$ cat config.mk
export PLATFORM = sky130hd
export DESIGN_NAME = dmem_bus_responder
export DESIGN_NICKNAME = d
export VERILOG_FILES = /design/src/rtl/mem_bus_pkg.sv /design/src/rtl/word_ram.sv /design/src/rtl/dmem_bus_responder.sv
export SDC_FILE = /design/constraint.sdc
export NUM_CORES = 2
export LEC_CHECK = 0
export CAP_MARGIN = 20
export CORE_MARGIN = 1
export CORE_UTILIZATION = 40
export DETAILED_ROUTE_END_ITERATION = 10
export GPL_ROUTABILITY_DRIVEN = 0
export PLACE_DENSITY = 0.53
export SETUP_SLACK_MARGIN = 0.1
export SLEW_MARGIN = 30
export SYNTH_ARGS = -nofsm -noshare
export SYNTH_HDL_FRONTEND = slang
export SYNTH_SLANG_ARGS = --single-unit
$ cat constraint.sdc
create_clock -name clk -period 6.49 [get_ports clk]
set_clock_uncertainty 0.2 [all_clocks]
set_input_delay 1.298 -clock clk [delete_from_list [all_inputs] [get_ports clk]]
set_output_delay 1.298 -clock clk [all_outputs]
set_load 0.05 [all_outputs]
$ cat src/rtl/mem_bus_pkg.sv
// Shared definitions for the data-memory bus responder: FSM states, word width
// and the address error check used when a request reaches its response.
package mem_bus_pkg;

  localparam int WORD_W = 32;

  typedef enum logic [1:0] {
    IDLE,
    WAIT,
    RESP
  } state_t;

  // A request is in error when it is not word aligned or falls past the storage.
  function automatic logic addr_err(input logic [31:0] adr, input int unsigned depth);
    return (adr[1:0] != 2'b00) || ({2'b00, adr[31:2]} >= depth);
  endfunction

endpackage

$ cat src/rtl/word_ram.sv
// Single-port word storage: synchronous write, combinational read, no reset.
module word_ram
  import mem_bus_pkg::*;
#(
  parameter int DEPTH_WORDS = 64,
  parameter int AW = (DEPTH_WORDS > 1) ? $clog2(DEPTH_WORDS) : 1
) (
  input  logic              clk,
  input  logic              we,
  input  logic [AW-1:0]     addr,
  input  logic [WORD_W-1:0] wdata,
  output logic [WORD_W-1:0] rdata
);

  logic [WORD_W-1:0] mem [DEPTH_WORDS];

  always_ff @(posedge clk) begin
    if (we) mem[addr] <= wdata;
  end

  assign rdata = mem[addr];

endmodule

$ cat src/rtl/dmem_bus_responder.sv
// Data-memory bus responder: accepts one request, waits WAIT_STATES cycles,
// then answers with a one-cycle ack carrying read data and an error flag.
module dmem_bus_responder
  import mem_bus_pkg::*;
#(
  parameter int WAIT_STATES = 2,
  parameter int DEPTH_WORDS = 64
) (
  input  logic              clk,
  input  logic              reset,
  input  logic              req,
  input  logic              memwrite,
  input  logic [31:0]       dataadr,
  input  logic [WORD_W-1:0] writedata,
  output logic              ack,
  output logic [WORD_W-1:0] readdata,
  output logic              err
);

  localparam int AW = (DEPTH_WORDS > 1) ? $clog2(DEPTH_WORDS) : 1;
  localparam logic [3:0] WS_LAST = 4'((WAIT_STATES > 0) ? WAIT_STATES - 1 : 0);

  state_t            state;
  logic [3:0]        cnt;
  logic              cap_write;
  logic [31:0]       cap_adr;
  logic [WORD_W-1:0] cap_wdata;

  logic              eff_write;
  logic [31:0]       eff_adr;
  logic [WORD_W-1:0] eff_wdata;
  logic              go_resp;
  logic              eff_err;
  logic              ram_we;
  logic [WORD_W-1:0] ram_rdata;

  // With no wait states the commit edge is the accept edge, so the live inputs
  // stand in for the not-yet-captured request.
  always_comb begin
    eff_write = cap_write;
    eff_adr   = cap_adr;
    eff_wdata = cap_wdata;
    go_resp   = 1'b0;
    case (state)
      IDLE: begin
        eff_write = memwrite;
        eff_adr   = dataadr;
        eff_wdata = writedata;
        go_resp   = req && (WAIT_STATES == 0);
      end
      WAIT:    go_resp = (cnt == WS_LAST);
      default: go_resp = 1'b0;
    endcase
  end

  assign eff_err = addr_err(eff_adr, DEPTH_WORDS);
  assign ram_we  = go_resp && eff_write && !eff_err && !reset;

  word_ram #(
    .DEPTH_WORDS(DEPTH_WORDS),
    .AW         (AW)
  ) u_ram (
    .clk  (clk),
    .we   (ram_we),
    .addr (eff_adr[AW+1:2]),
    .wdata(eff_wdata),
    .rdata(ram_rdata)
  );

  always_ff @(posedge clk) begin
    if (reset) begin
      state     <= IDLE;
      cnt       <= 4'd0;
      cap_write <= 1'b0;
      cap_adr   <= '0;
      cap_wdata <= '0;
      ack       <= 1'b0;
      readdata  <= '0;
      err       <= 1'b0;
    end else begin
      ack      <= 1'b0;
      readdata <= '0;
      err      <= 1'b0;
      case (state)
        IDLE: begin
          if (req) begin
            cap_write <= memwrite;
            cap_adr   <= dataadr;
            cap_wdata <= writedata;
            cnt       <= 4'd0;
            state     <= (WAIT_STATES > 0) ? WAIT : RESP;
          end
        end
        WAIT: begin
          if (cnt == WS_LAST) state <= RESP;
          else                cnt   <= cnt + 4'd1;
        end
        default: state <= IDLE;
      endcase
      if (go_resp) begin
        ack      <= 1'b1;
        err      <= eff_err;
        readdata <= (!eff_write && !eff_err) ? ram_rdata : '0;
      end
    end
  end

endmodule

### Power grid

Scale bar: 100 um. Pins as bars on the die edge.
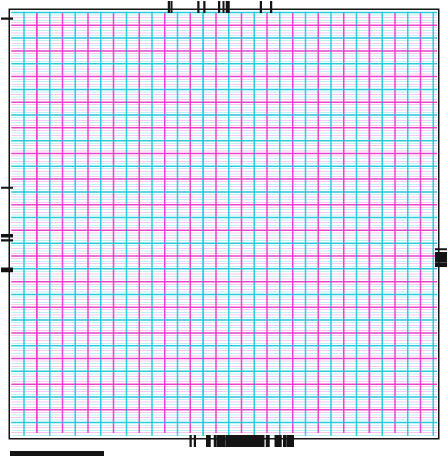
| color | net |
|---|---|
| cyan | VSS |
| magenta | VDD |
met5 straps: 33
met4 straps: 33
rows: 165
met1 rails: 166
Die W: 454 um
area of the core: 203000 um^2
Peak VDD IR: 355 uV
Die Height: 454 um

==> reports/README.md <==
| Quantity | Value | Unit |
|:---|:---|:---|
| Outcome | finished clean | - |
| Final sum of negative setup slack | 0 | ns |
| Total routing usage reported by global routing | 0.253 | - |
| P_seq | 15.5 | mW |
| Half-perimeter wire length after detailed placement | 164000 | um |
| Total power | 30.3 | mW |
| Sequential share of the synthesized area | 0.778 | - |
| CTS Sinks | 2153 | - |
| Worst min-delay path category | reg2reg | - |
| Via count | 49800 | - |
| Total area of sequential cells | 63600 | um^2 |
| Slew of the pin with the lowest slew margin | 1.11 | ns |
| Number of nets with antenna violations after routing | 0 | - |
| Hold violation total from the final report | 0 | - |
| Count of library flops with an enable pin | 2048 | - |
| Vias in the first global route | 48400 | - |
| Req. time, crit path | 6.86 | ns |
| Maximum number of pins on one net before global-route repair | 83 | - |
| Setup WS pre-CTS | 1.07 | ns |
| Met2 Usage GRT | 0.400 | - |
| Share of flip-flops with an asynchronous set or reset | 0 | - |
### Routed clock nets over the placement

Scale bar: 100 um.
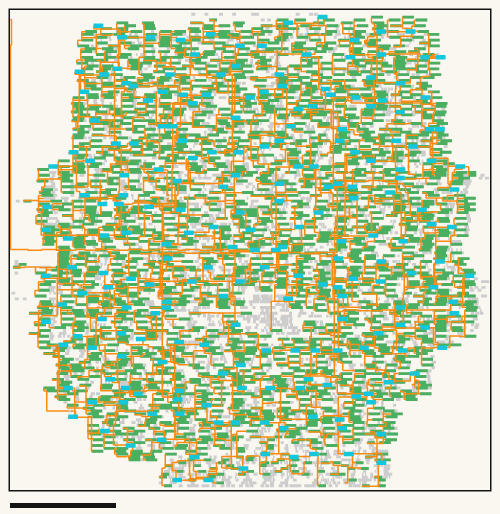
[cyan] cells driving clock nets | count: 219
[orange] clock wires | length: 25.0 mm
[green] flip-flops | count: 2153
routed clock nets: 220
portion of total power attributed to the clock network: 0.415
Power Clock: 12.6 mW
insertion delay to the later sink of the worst-skew pair: 0.88 ns

==> cell usage after synthesis, types with 4 or more instances <==
cell type                   instances  area, um^2
sky130_fd_sc_hd__nand4_1            8        50.1
sky130_fd_sc_hd__a22oi_1          299        2240
sky130_fd_sc_hd__a222oi_1         271        2710
sky130_fd_sc_hd__o21a_1             4        30.0
sky130_fd_sc_hd__nor2_1           106         398
sky130_fd_sc_hd__buf_4             16         120
sky130_fd_sc_hd__nand2_1          504        1890
sky130_fd_sc_hd__a21oi_1          223        1120
sky130_fd_sc_hd__buf_2            170         851
sky130_fd_sc_hd__a31oi_1          191        1190
sky130_fd_sc_hd__inv_1              4        15.0
sky130_fd_sc_hd__mux2i_1           90         901
sky130_fd_sc_hd__a22o_1           159        1390
sky130_fd_sc_hd__nand3_1           37         185
sky130_fd_sc_hd__nor3_1            14        70.1
sky130_fd_sc_hd__o22ai_1            8        50.1
sky130_fd_sc_hd__o22a_1             5        43.8
sky130_fd_sc_hd__o21ai_0           58         290
sky130_fd_sc_hd__a41oi_1           42         368
sky130_fd_sc_hd__a221oi_1          63         552
sky130_fd_sc_hd__dfxtp_1          105        2100
sky130_fd_sc_hd__nand2b_1           6        37.5
sky130_fd_sc_hd__or3_1              4        25.0
sky130_fd_sc_hd__edfxtp_1        2048       61500
sky130_fd_sc_hd__and3_1            29         181
sky130_fd_sc_hd__a211oi_1          34         255
sky130_fd_sc_hd__o2bb2ai_1         30         263
sky130_fd_sc_hd__nor4_1            70         438
sky130_fd_sc_hd__clkbuf_1         160         601
sky130_fd_sc_hd__o22ai_2            4        50.1
sky130_fd_sc_hd__or2_2              5        31.3
sky130_fd_sc_hd__mux2_2            98        1100
sky130_fd_sc_hd__buf_1             24        90.1
sky130_fd_sc_hd__a41o_1             5        50.1
sky130_fd_sc_hd__nor3b_1            4        30.0
==> logic make-up (layout without fill, tap and decap cells) <==
| kind of cell | Yosys count | in the layout |
|---|---|---|
| DFF | 2153 | 2153 |
| AOI/OAI and AO/OA | 1423 | 1423 |
| and+or+nand+nor | 809 | 809 |
| buffers and inverters | 375 | 785 |
| muxes | 188 | 188 |
| adders and majority gates | 2 | 2 |
| xor gates and xnor gates | 2 | 2 |
| other | 0 | 4 |
==> layout make-up <==
class	instances	area share
well taps	2672	0.0352
flip-flops and latches	2153	0.670
clock inverters	122	0.0132
repair buffers	368	0.0367
diodes	4	0.000105
inverters	4	0.000158
clock buffers	291	0.0621
multi-input cells	2424	0.183
==> state kept, by name (all words and copies together), names as in the netlist <==
signal,flops
ack,1
cap_adr,32
cap_wdata,32
cap_write,1
cnt,4
err,1
readdata,32
state,2
u_ram.mem,2048
==> worst max-delay path by stage <==
stage	end	slack (ns)	cells past startpoint
global route	u_ram.mem[10][11]	1.28	10
floorplan	u_ram.mem[1][0]	1.76	7
global placement	readdata[12]	0.81	10
finish	u_ram.mem[16][19]	1.54	10
detailed placement	u_ram.mem[8][12]	1.07	9
CTS	u_ram.mem[8][8]	1.41	10
Power is estimated from default activity; no workload was simulated.
